`config.mk`:
```
export PLATFORM = sky130hd
export DESIGN_NAME = dmem_arbiter_flat
export DESIGN_NICKNAME = d
export VERILOG_FILES = /design/src/rtl/dmem_arbiter_if.sv /design/src/rtl/dmem_arbiter.sv /design/src/flat_wrapper.sv
export SDC_FILE = /design/constraint.sdc
export NUM_CORES = 1
export LEC_CHECK = 0
export CORE_UTILIZATION = 39
export CTS_CLUSTER_DIAMETER = 120
export DETAILED_ROUTE_END_ITERATION = 8
export HOLD_SLACK_MARGIN = 0.02
export PLACE_DENSITY_LB_ADDON = 0.2
export SETUP_SLACK_MARGIN = 0.05
export SLEW_MARGIN = 20
export SYNTH_ARGS = -nofsm -noshare
export SYNTH_HDL_FRONTEND = slang
export SYNTH_SLANG_ARGS = --single-unit
```
`constraint.sdc`:
```
create_clock -name clk -period 6.5 [get_ports clk]
set_input_delay 1.3 -clock clk [delete_from_list [all_inputs] [get_ports clk]]
set_output_delay 1.3 -clock clk [all_outputs]
set_load 0.02 [all_outputs]
```
`src/rtl/dmem_arbiter_if.sv`:
```
// Bus bundle between the data-memory arbiter, its two requesting masters and the memory.
// slave = arbiter side, master = requesters plus memory read-data source.
interface dmem_arbiter_if #(
    parameter int AW = 5,
    parameter int DW = 32
);
    logic          req0;
    logic          we0;
    logic          lock0;
    logic [AW-1:0] addr0;
    logic [DW-1:0] wdata0;
    logic          gnt0;
    logic          rvalid0;
    logic [DW-1:0] rdata0;

    logic          req1;
    logic          we1;
    logic          lock1;
    logic [AW-1:0] addr1;
    logic [DW-1:0] wdata1;
    logic          gnt1;
    logic          rvalid1;
    logic [DW-1:0] rdata1;

    logic          mem_we;
    logic [31:0]   mem_addr;
    logic [DW-1:0] mem_wd;
    logic [DW-1:0] mem_rd;

    modport slave (
        input  req0, we0, lock0, addr0, wdata0,
        output gnt0, rvalid0, rdata0,
        input  req1, we1, lock1, addr1, wdata1,
        output gnt1, rvalid1, rdata1,
        output mem_we, mem_addr, mem_wd,
        input  mem_rd
    );

    modport master (
        output req0, we0, lock0, addr0, wdata0,
        input  gnt0, rvalid0, rdata0,
        output req1, we1, lock1, addr1, wdata1,
        input  gnt1, rvalid1, rdata1,
        input  mem_we, mem_addr, mem_wd,
        output mem_rd
    );
endinterface

```
`src/rtl/dmem_arbiter.sv`:
```
// Two-port round-robin arbiter for the single-ported data memory with bounded ownership lock.
// Define DMEM_ARB_FIXED_PRIO_EN to make port 0 always win contention in IDLE.
module dmem_arbiter #(
    parameter int AW       = 5,
    parameter int DW       = 32,
    parameter int LOCK_MAX = 4
) (
    input  logic          clk,
    input  logic          rst,
    dmem_arbiter_if.slave bus
);

    localparam int CW       = $clog2(LOCK_MAX + 1);
    localparam bit CAN_LOCK = (LOCK_MAX > 1);

    typedef enum logic [1:0] {
        IDLE = 2'd0,
        OWN0 = 2'd1,
        OWN1 = 2'd2
    } state_t;

    state_t        state_q, state_d;
    logic          last_q, last_d;
    logic [CW-1:0] lock_cnt_q, lock_cnt_d;
    logic [CW-1:0] lock_cnt_inc_s;
    logic          rvalid0_q, rvalid0_d;
    logic          rvalid1_q, rvalid1_d;
    logic [DW-1:0] rdata0_q, rdata0_d;
    logic [DW-1:0] rdata1_q, rdata1_d;

    logic          gnt0_raw_s, gnt1_raw_s;
    logic          gnt0_s, gnt1_s;
    logic          mem_we_s;
    logic [31:0]   mem_addr_s;
    logic [DW-1:0] mem_wd_s;

    // Grant decision: owner-exclusive while locked, otherwise round-robin (or fixed) on contention
    always_comb begin
        gnt0_raw_s = 1'b0;
        gnt1_raw_s = 1'b0;
        case (state_q)
            IDLE: begin
                if (bus.req0 && bus.req1) begin
`ifdef DMEM_ARB_FIXED_PRIO_EN
                    gnt0_raw_s = 1'b1;
                    gnt1_raw_s = 1'b0;
`else
                    gnt0_raw_s = last_q;
                    gnt1_raw_s = ~last_q;
`endif
                end else begin
                    gnt0_raw_s = bus.req0;
                    gnt1_raw_s = bus.req1;
                end
            end
            OWN0: begin
                gnt0_raw_s = bus.req0;
                gnt1_raw_s = 1'b0;
            end
            OWN1: begin
                gnt0_raw_s = 1'b0;
                gnt1_raw_s = bus.req1;
            end
            default: begin
                gnt0_raw_s = 1'b0;
                gnt1_raw_s = 1'b0;
            end
        endcase
    end

    // Grants are suppressed for as long as reset is held, not just from the next edge
    assign gnt0_s = gnt0_raw_s & rst;
    assign gnt1_s = gnt1_raw_s & rst;

    // Memory port mux driven from whichever port holds the grant this cycle
    always_comb begin
        mem_we_s   = 1'b0;
        mem_addr_s = 32'd0;
        mem_wd_s   = {DW{1'b0}};
        if (gnt0_s) begin
            mem_we_s   = bus.we0;
            mem_addr_s = 32'(bus.addr0);
            mem_wd_s   = bus.wdata0;
        end else if (gnt1_s) begin
            mem_we_s   = bus.we1;
            mem_addr_s = 32'(bus.addr1);
            mem_wd_s   = bus.wdata1;
        end else begin
            mem_we_s   = 1'b0;
            mem_addr_s = 32'd0;
            mem_wd_s   = {DW{1'b0}};
        end
    end

    assign lock_cnt_inc_s = lock_cnt_q + {{(CW-1){1'b0}}, 1'b1};

    // Ownership FSM, lock counter and round-robin history
    always_comb begin
        state_d    = state_q;
        lock_cnt_d = lock_cnt_q;
        if (gnt0_s) begin
            last_d = 1'b0;
        end else if (gnt1_s) begin
            last_d = 1'b1;
        end else begin
            last_d = last_q;
        end
        case (state_q)
            IDLE: begin
                lock_cnt_d = {CW{1'b0}};
                if (CAN_LOCK && gnt0_s && bus.lock0) begin
                    state_d    = OWN0;
                    lock_cnt_d = {{(CW-1){1'b0}}, 1'b1};
                end else if (CAN_LOCK && gnt1_s && bus.lock1) begin
                    state_d    = OWN1;
                    lock_cnt_d = {{(CW-1){1'b0}}, 1'b1};
                end else begin
                    state_d = IDLE;
                end
            end
            OWN0: begin
                // The count advances even on idle owner cycles so a silent owner cannot stall port 1 forever
                lock_cnt_d = lock_cnt_inc_s;
                if (!bus.lock0 || (lock_cnt_inc_s >= CW'(LOCK_MAX))) begin
                    state_d    = IDLE;
                    last_d     = 1'b0;
                    lock_cnt_d = {CW{1'b0}};
                end else begin
                    state_d = OWN0;
                end
            end
            OWN1: begin
                lock_cnt_d = lock_cnt_inc_s;
                if (!bus.lock1 || (lock_cnt_inc_s >= CW'(LOCK_MAX))) begin
                    state_d    = IDLE;
                    last_d     = 1'b1;
                    lock_cnt_d = {CW{1'b0}};
                end else begin
                    state_d = OWN1;
                end
            end
            default: begin
                state_d    = IDLE;
                lock_cnt_d = {CW{1'b0}};
            end
        endcase
    end

    // Read response capture; rdata holds its last value when no read completes
    always_comb begin
        rvalid0_d = gnt0_s & ~bus.we0;
        rvalid1_d = gnt1_s & ~bus.we1;
        if (rvalid0_d) begin
            rdata0_d = bus.mem_rd;
        end else begin
            rdata0_d = rdata0_q;
        end
        if (rvalid1_d) begin
            rdata1_d = bus.mem_rd;
        end else begin
            rdata1_d = rdata1_q;
        end
    end

    // State registers; port 0 wins the first contention after reset
    always_ff @(posedge clk or negedge rst) begin
        if (!rst) begin
            state_q    <= IDLE;
            last_q     <= 1'b1;
            lock_cnt_q <= {CW{1'b0}};
            rvalid0_q  <= 1'b0;
            rvalid1_q  <= 1'b0;
            rdata0_q   <= {DW{1'b0}};
            rdata1_q   <= {DW{1'b0}};
        end else begin
            state_q    <= state_d;
            last_q     <= last_d;
            lock_cnt_q <= lock_cnt_d;
            rvalid0_q  <= rvalid0_d;
            rvalid1_q  <= rvalid1_d;
            rdata0_q   <= rdata0_d;
            rdata1_q   <= rdata1_d;
        end
    end

    assign bus.gnt0     = gnt0_s;
    assign bus.gnt1     = gnt1_s;
    assign bus.rvalid0  = rvalid0_q;
    assign bus.rvalid1  = rvalid1_q;
    assign bus.rdata0   = rdata0_q;
    assign bus.rdata1   = rdata1_q;
    assign bus.mem_we   = mem_we_s;
    assign bus.mem_addr = mem_addr_s;
    assign bus.mem_wd   = mem_wd_s;

endmodule

```
`src/flat_wrapper.sv`:
```
// flat-port wrapper written by rule: the top's interface ports become plain ports
module dmem_arbiter_flat 
#(
    parameter int AW       = 5,
    parameter int DW       = 32,
    parameter int LOCK_MAX = 4
)
  (clk, rst, bus_req0, bus_we0, bus_lock0, bus_addr0, bus_wdata0, bus_gnt0, bus_rvalid0, bus_rdata0, bus_req1, bus_we1, bus_lock1, bus_addr1, bus_wdata1, bus_gnt1, bus_rvalid1, bus_rdata1, bus_mem_we, bus_mem_addr, bus_mem_wd, bus_mem_rd);
  dmem_arbiter_if #(.AW(AW), .DW(DW)) bus_i ();
  input  logic clk;
  input  logic rst;
  input wire logic [$bits(bus_i.req0)-1:0] bus_req0;
  input wire logic [$bits(bus_i.we0)-1:0] bus_we0;
  input wire logic [$bits(bus_i.lock0)-1:0] bus_lock0;
  input wire logic [$bits(bus_i.addr0)-1:0] bus_addr0;
  input wire logic [$bits(bus_i.wdata0)-1:0] bus_wdata0;
  output wire logic [$bits(bus_i.gnt0)-1:0] bus_gnt0;
  output wire logic [$bits(bus_i.rvalid0)-1:0] bus_rvalid0;
  output wire logic [$bits(bus_i.rdata0)-1:0] bus_rdata0;
  input wire logic [$bits(bus_i.req1)-1:0] bus_req1;
  input wire logic [$bits(bus_i.we1)-1:0] bus_we1;
  input wire logic [$bits(bus_i.lock1)-1:0] bus_lock1;
  input wire logic [$bits(bus_i.addr1)-1:0] bus_addr1;
  input wire logic [$bits(bus_i.wdata1)-1:0] bus_wdata1;
  output wire logic [$bits(bus_i.gnt1)-1:0] bus_gnt1;
  output wire logic [$bits(bus_i.rvalid1)-1:0] bus_rvalid1;
  output wire logic [$bits(bus_i.rdata1)-1:0] bus_rdata1;
  output wire logic [$bits(bus_i.mem_we)-1:0] bus_mem_we;
  output wire logic [$bits(bus_i.mem_addr)-1:0] bus_mem_addr;
  output wire logic [$bits(bus_i.mem_wd)-1:0] bus_mem_wd;
  input wire logic [$bits(bus_i.mem_rd)-1:0] bus_mem_rd;
  assign bus_i.req0 = bus_req0;
  assign bus_i.we0 = bus_we0;
  assign bus_i.lock0 = bus_lock0;
  assign bus_i.addr0 = bus_addr0;
  assign bus_i.wdata0 = bus_wdata0;
  assign bus_gnt0 = bus_i.gnt0;
  assign bus_rvalid0 = bus_i.rvalid0;
  assign bus_rdata0 = bus_i.rdata0;
  assign bus_i.req1 = bus_req1;
  assign bus_i.we1 = bus_we1;
  assign bus_i.lock1 = bus_lock1;
  assign bus_i.addr1 = bus_addr1;
  assign bus_i.wdata1 = bus_wdata1;
  assign bus_gnt1 = bus_i.gnt1;
  assign bus_rvalid1 = bus_i.rvalid1;
  assign bus_rdata1 = bus_i.rdata1;
  assign bus_mem_we = bus_i.mem_we;
  assign bus_mem_addr = bus_i.mem_addr;
  assign bus_mem_wd = bus_i.mem_wd;
  assign bus_i.mem_rd = bus_mem_rd;
  dmem_arbiter #(.AW(AW), .DW(DW), .LOCK_MAX(LOCK_MAX)) u_core (.clk(clk), .rst(rst), .bus(bus_i));
endmodule
```
Figure 1. Sequential cells grouped by signal name.
Scale bar: 20 microns. Other sequential cells in the stronger grey, the rest of the logic in the fainter grey.
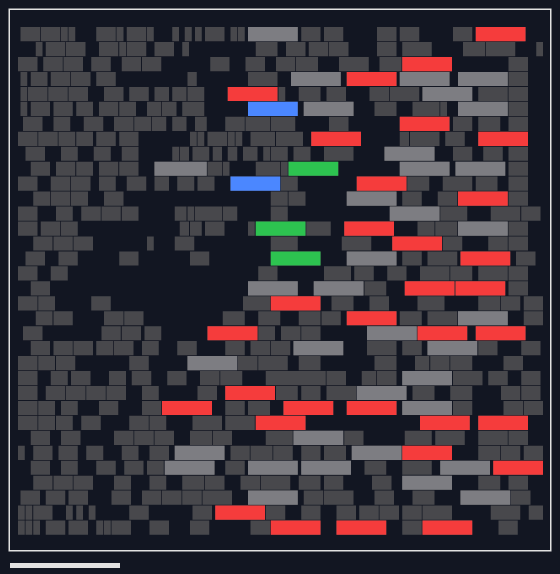
[u_core.state_q] blue | placed flops: 2
[u_core.lock_cnt_q] green | placed flops: 3
[u_core.bus.rdata0] red | placed flops: 32
register area: 1803 sq um
Seq area share: 30.32%
post-layout util: 67.19%
seq pwr: 642 uW

Figure 2. I/O nets highlighted.
Scale bar: 20 microns.
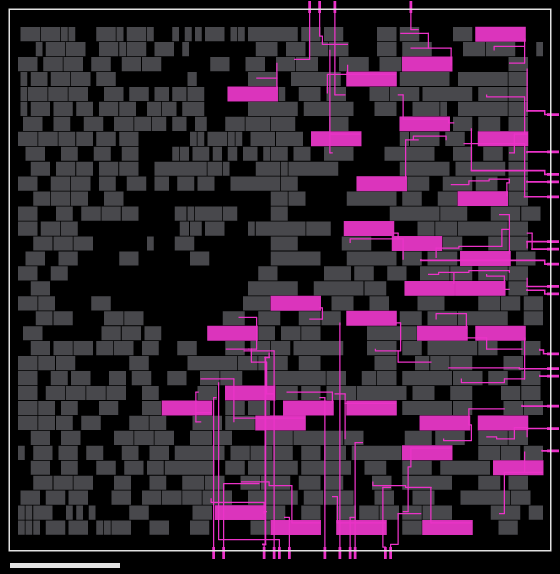
[bus_rdata0] magenta | direction: output | edge: 16 right, 12 bottom, 4 top | end cells: 32 | buffers: 32 | wire: 1000 microns
Port-buffer cells: 219
io pins: 247

Figure 3. Signal wires by layer.
Two of the layers only.
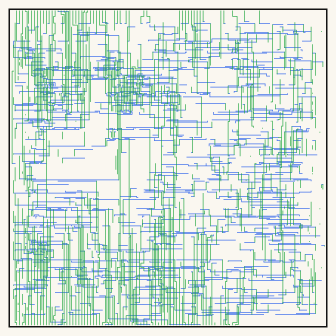
[met1] blue | wire length: 4180 microns
[met2] green | wire length: 5500 microns
Routed WL: 10750 microns
Vias: 2963
WL/cell: 18.13 microns
GRT Overall Usage: 22.29%

Figure 4. Zoomed window.
Region (5, 54) to (45, 94) microns. Cells in grey, sequential cells in the stronger grey; small squares are vias.
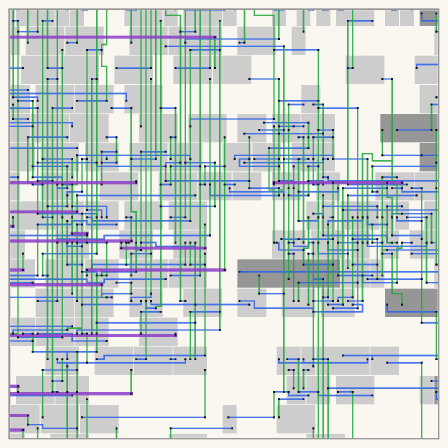
[met1] blue
[met2] green
[met3] purple
sequential cells in the window: 3
most frequent: clkdlybuf4s50_1 (49), a22o_1 (16), conb_1 (13)
cells with their middle in the window: 116

==> flow_metrics.py <==
# Metrics from the implementation run
metrics = {
    "status": {
        "status": "complete, but fails checks",
        "violations": "DRC",
    },
    "synth": {
        "syn_area_per_cell_sq_um": 13.79,
        "synth_cells": 262,
        "ys.flops": 72,
        "yosysMostFrequentCell": "dfrtp_1",
        "yosys_area_sq_um": 3612,
        "ys_types": 38,
        "adder_share_pct": 1.732,
        "yosys.area.top_type": "dfrtp_1",
        "enable_flop_cells": 0,
        "synth_seq_share_pct": 49.91,
        "top_area_share_pct": 49.19,
        "common_cells": "dfrtp_1 (71), a22o_1 (37), mux2_2 (35)",
        "xor_share_pct": 0.4849,
    },
    "worst_setup_path": {
        "reg2reg_depth": 7,
        "cp_cell_sequence": "clkdlybuf4s50_1, or2b_1, a21o_1, a21oi_2, buf_4, a22o_1, clkdlybuf4s50_1",
        "crit_path_end_kind": "primary output",
        "reg2reg_from": "u_core.state_q[1]",
        "crit_cells": 7,
        "critPathLaunch": "bus_req1",
        "setup.worst_path.end": "bus_mem_wd[27]",
        "crit_required_ns": 5.20,
        "critPathTopFamily": "buffers and inverters",
        "slowest_delay_ns": 0.62,
        "r2r_end": "u_core.bus.rdata0[5]",
        "crit_path_max_fanout": 37,
        "arrival_ns": 3.59,
    },
    "global_routing": {
        "antenna_found_initial": 0,
        "grt_pass1_wl_microns": 16370,
        "grt_max_degree": 48,
        "grt_use_met3_pct": 6.013,
        "grt_pass1_vias": 3019,
        "gr-total-overflow": 0,
        "busiest_layer": "met2",
    },
    "power_and_ir_drop": {
        "irDropWorstVdd_uv": 111.4,
        "combPwrFrac_pct": 44.7,
        "intPower_uw": 1205,
        "p_sw_uw": 603.8,
        "power.share.sequential_pct": 35.5,
        "power_uw": 1809,
        "power.density_nw_per_um2": 304.2,
        "pg_clk_uw": 358,
        "clockPowerShare_pct": 19.8,
    },
    "cts": {
        "clk_latency_ns": 0.35,
        "cts_sinks": 72,
        "post_cts.repair.setup_buffers": 0,
        "cts_max_level": 3,
        "cts_max_path_buffers": 2,
    },
    "final_timing": {
        "worst_slack_ns": 1.609,
        "clock_skew_ns": 0.01159,
        "tns_ns": 0,
        "setup_viol": 0,
        "tightest_slew_ns": 0.8491,
        "rsz0062_at_grt": "no",
        "final-max-slew-violation-count": 0,
    },
    "route": {
        "dr.first_iter.drc_count": 113,
        "highest-signal-layer": "met4",
        "route.detailed.drc": 11,
        "met3WireLength_microns": 888,
    },
    "layout": {
        "final_nets": 599,
        "post_route_cells_drive_above_1_share_pct": 18.35,
        "layout_top_cell": "clkdlybuf4s50_1",
        "area_dominant_class": "buffers",
        "logic_gate_count": 168,
        "synthToLayoutAreaGrowth_pct": 64.60,
        "fillers": 697,
        "combGateArea_sq_um": 1564,
        "comb-cell-share_pct": 26.30,
        "lay_top_cells": "clkdlybuf4s50_1 (218), dfrtp_1 (71), a22o_1 (37)",
        "final_cell_area_sq_um": 5946,
        "antennaDiodeCount": 0,
        "buf_share_pct": 37.33,
        "clock_buffers": 9,
    },
    "flow_run": {
        "log.warning_count": 29,
        "maxCapViolCount": 0,
    },
    "placed_design": {
        "dp_hpwl_microns": 8078,
        "dpl.cell_count": 577,
        "pre_cts_slack_ns": 1.633,
    },
    "hold_path": {
        "min-delay-start": "u_core.lock_cnt_q[0]",
        "min_delay_path_depth": 1,
    },
    "die": {
        "fp-utilization_pct": 40.82,
    },
}
No activity file was given, so power comes from the tool's default toggle rates.
